==> config.mk <==
export PLATFORM = sky130hd
export DESIGN_NAME = sipo
export DESIGN_NICKNAME = d
export VERILOG_FILES = /design/src/rtl/sipo_pkg.sv /design/src/rtl/sipo.sv
export SDC_FILE = /design/constraint.sdc
export NUM_CORES = 1
export LEC_CHECK = 0
export CAP_MARGIN = 10
export CORE_MARGIN = 2
export CORE_UTILIZATION = 40
export DETAILED_ROUTE_END_ITERATION = 8
export PLACE_DENSITY = 0.69
export SETUP_SLACK_MARGIN = 0.3
export SLEW_MARGIN = 40
export SYNTH_ARGS = -nofsm -noshare
export SYNTH_HDL_FRONTEND = slang
export SYNTH_SLANG_ARGS = --single-unit
==> constraint.sdc <==
create_clock -name clk -period 2.2 [get_ports clk]
set_clock_uncertainty 0.2 [all_clocks]
set_input_delay 0.44 -clock clk [delete_from_list [all_inputs] [get_ports clk]]
set_output_delay 0.44 -clock clk [all_outputs]
set_load 0.01 [all_outputs]
run_1/wires.png
Scale: 10 px per um. Only two layers are drawn.
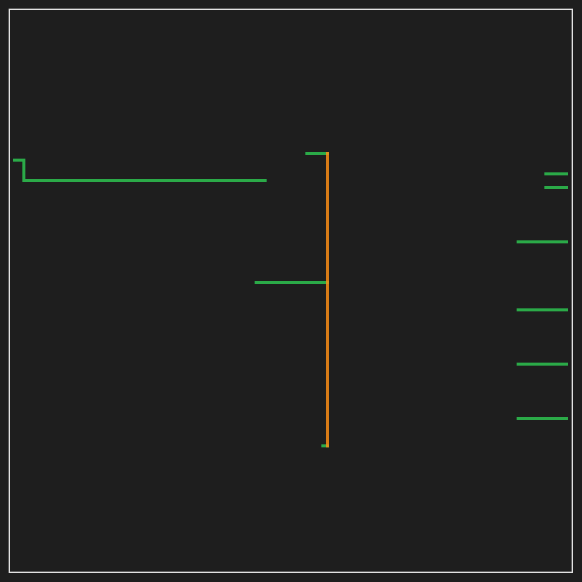
| colour | layer | wire length |
|---|---|---|
| green | metal 3 | 60.0 um |
| orange | metal 4 | 29.2 um |
routed length per placed instance: 11.5 um
wire length after detailed routing: 1630 um
via count of the routed design: 696

run_1/clocks.png
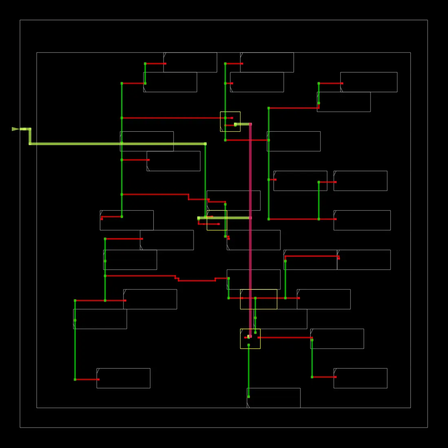
number of sequential cells in the layout: 28
total clock sinks: 28
number of clock-tree buffers in the layout: 4
insertion delay to the later sink of the worst-skew pair: 0.34 ns

run_1/detail.png
Window x 32 to 52, y 32 to 52 um. Cells in grey, sequential cells in the stronger grey; small squares are vias.
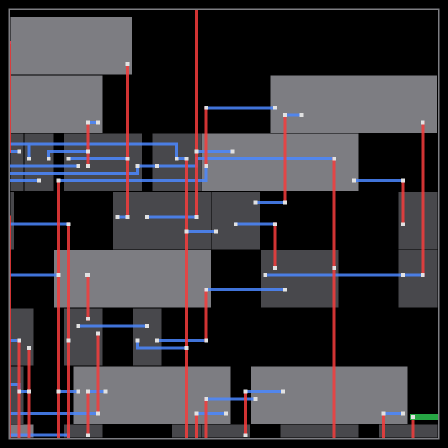
| colour | layer |
|---|---|
| red | metal 2 |
| green | metal 3 |
| blue | metal 1 |
cells with their middle in the window: 17
most frequent: dfxtp_1 (6)
sequential cells in the window: 7

run_1/io_fan.png
Scale: 6 px per um.
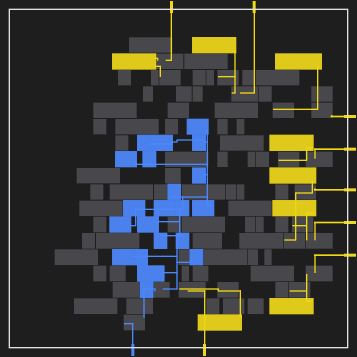
| colour | port | bits | direction | end cells | buffers | wire |
|---|---|---|---|---|---|---|
| blue | valid_serial_i | 1 | input | 21 | 2 | 104 um |
| yellow | data_parallel_o | 8 | output | 8 | 8 | 147 um |
I/O pin count: 13
count of input and output buffers: 12

==> run notes <==
Implementation results are summarized by area below.

Layout
Per the layout report, the design carries 246 filler cells. Leaving out the clock tree, the finished layout contains an inverter count of 0. The area growth from synthesis to layout is 15.2%.

In the final layout, non-clock buffers account for 12.0% of the cell area. The biggest area consumer among cell classes is sequential cells. Per the layout area report, the sequential fraction of cell area is 44.9%. The most instantiated logic cell after routing is dfxtp_1. Cells fill 49.7% of the core in the end.

The relative area of clock buffers and inverters in the final design is 2.89%. In the final design database the tool counted 119 nets. The number of diodes is 0.

The layout buffer count excluding clock buffers is 14. The area taken by multi-input combinational cells is reported as 467 um2. The number of logic gates is 66. The area occupied by registers is 563 um2.

The post-route netlist has 8.04% of its cells at a drive strength greater than 1. The combinational share of cell area is 37.2%. Ranking logic cells in the layout by count gives the top entries 26 x dfxtp_1, 18 x nor2b_1, 17 x mux2i_1.

Critical path
The signal on the critical path passes through clkdlybuf4s50_1. The slowest library cell on the worst path is clkdlybuf4s50_1. The category of cells accounting for the largest share of critical-path delay is buffers and inverters. The data required time at the worst endpoint is 1.56 ns. The worst register-to-register path has a setup slack of 0.54 ns. The critical path start-end classification is flip-flop to primary output.

On the worst path, the slowest cell contributes a delay of 0.52 ns. Along the worst path, the maximum fanout reaches 2. The data arrival time of the critical path is 1.22 ns. The path depth of the worst reg2reg path is 4.

The critical path depth is 1. The element type at the critical path start is a flip-flop. The buffers plus inverters on the worst setup path is 1. The nature of the critical path endpoint is a primary output.

Min path
The hold-critical path depth is 2. Note that the worst hold path type here is flip-flop to flip-flop.

Synth
Per the post-synthesis stats, the area per cell is 10.6 um2. The synthesized netlist handed to floorplanning was reported with a cell count of 103. The area share of the leading cell type in the synthesized netlist is 51.5%. After synthesis, the netlist uses 14 different library cells. The synthesis stat section lists a flop and latch total of 28. The total nets after synthesis is 109.

The synthesis report lists the most area-consuming cells as dfxtp_1 51%, mux2i_1 16%, nor2b_1 10%. The synthesized area is 0.00109 mm2. The sequential element share of the synthesized area is 51.5%. The number of cells in Yosys stat is 103.

The number of synthesis warnings is 0. The synthesized chip area reported by yosys is 0.00109 mm2. The cell type that accounts for the most area after synthesis is dfxtp_1.

Power
The clock group share of total power is 31.1%. The internal power summed over all cells is 635 uW. The cell area power density is 644 mW/mm2. Per the OpenROAD power report, leakage power amounts to 0.000558 uW. The share of power burned in combinational logic is 5.0%. The switching share of power is 21.3%. The share of total power in sequential cells is 64.0%. The switching power is 172 uW. The worst-case vdd ir drop is 0.270 mV.

Clocking
The tree is rooted in a clkbuf_4. The count of hold-fix buffers inserted at cts is 0. Looking at the post-CTS report, the setup buffer insertion count equals 0. The total CTS buffers is 3. The registers of the reported paths see a clock transition of 0.15 ns.

The TritonCTS clock tree is built. Counting along the longest clock path gives a buffer depth of 2. Per the CTS log, the maximum H-tree level is 1. The post-cts repair resize count is 0.

Drt
The initial detailed-routing violation count is 4. The routed length on met1 is 804 um. The pre-antenna-repair detailed-routing pass consisted of 4 iterations. The DRC violation count after routing is 0. Per the detail_route log, met3 wirelength is 60 um.

The highest metal layer with signal wires is met4. The script logs the ratio of routed vias to standard cells as 4.90. The residual antenna-violating net count after detailed routing is 0.

Detailed routing placed a total of 740 um of wire on met2.

STA
Setup repair after global routing could not meet its margin everywhere. The time the worst path needs with I/O delays and setup is 1.86 ns. Per the final timing report, the hold violations number 0. The end-of-flow timing check tallies setup violations at 0.

The final total negative setup slack is 0 ns. Max-slew check failures listed in the final report amount to 0. The pin closest to its max-slew limit shows a slew of 0.478 ns. The worst path uses 84.4% of the clock period. The highest clock rate this design can be run at is 539 MHz.

The headroom to the max-slew limit is 68.1%.

Die
The number of well-tap cells placed is 30. The floorplan step defined a die boundary enclosing 0.00315 mm2. The region available for standard cell placement spans 0.00252 mm2. According to the floorplan report, the die width is 56.2 um. The y dimension of the die is 56.2 um. The share of the core filled by cells before placement is 43.2%. The cell row count is 18.

Global routing
The number of antenna violations at the first check in global routing is 0. The via count of the first global-routing pass is 651. Entering global routing, the biggest net connects 37 pins. For this run, the total global-route usage over all layers was measured as 11.7%. The first global-routing pass estimated 2890 um of wire. The remaining global-route overflow is 0.

Placement
For this run the detailed placement stage logged an HPWL of 1140 um. The congestion estimate from routability-driven global placement came to 0.681.

Run status
The run finished with clean final reports.

Job
In this run the maximum-capacitance check reported violations numbering 0. The OpenROAD warning count is 27.
==> run 1: worst register-to-register path: stages (launching register included) <==
cell and delay [ns]:
dfxtp_1 0.38, ha_1 0.15, ha_1 0.36, and2_1 0.36, o21ai_1 0.12
==> run 1: cell families after synthesis <==
| group | after synthesis | synth area share (%) |
|---|---|---|
| fa+ha+maj | 2 | 2.30 |
| simple gates | 38 | 20.6 |
| flops | 28 | 51.5 |
| compound gates | 9 | 4.37 |
| mux | 17 | 15.6 |
| buf+inv | 9 | 5.63 |
==> run 1: synthesized netlist by cell type (all sizes together) <==
library cell  instances
o21a                  1
and2                  2
buf                   9
and3                  1
ha                    2
o21ai                 8
nand2                 8
nand4                 8
nor3b                 1
mux2i                17
dfxtp                28
nor2b                18
==> run 1: power groups by stage <==
| stage | registers [uW] | logic [uW] | clock network, uW |
|---|---|---|---|
| 5_1_grt | 517 | 44.2 | 280 |
| 6_report | 516 | 40.0 | 251 |
| 3_3_place_gp | 527 | 38.6 | 0 |
| 4_1_cts | 516 | 40.2 | 257 |
| 2_1_floorplan | 526 | 33.7 | 0 |
| 3_5_place_dp | 527 | 40.2 | 0 |
==> run 1: metrics by stage <==
stage                     cell area, um2  cells  worst slack (ns)  hold slack [ns]  total power [uW]
after global placement              1200    138             0.444            0.239               566
after global routing                1250    142             0.297            0.278               842
after CTS                           1240    142             0.317            0.262               814
after floorplan                     1090    103             0.862            0.228               560
after detailed placement            1200    138             0.424            0.242               567
final                               1250    142             0.344            0.258               807
==> run 1: layer usage <==
| metal | global-route usage [%] | vias up |
|---|---|---|
| met2 | 18.2 | 10 |
| met5 | 0 | - |
| li1 | - | 368 |
| met4 | 6.12 | 0 |
| met3 | 2.79 | 3 |
| met1 | 14.9 | 315 |
Power is estimated from default activity; no workload was simulated.
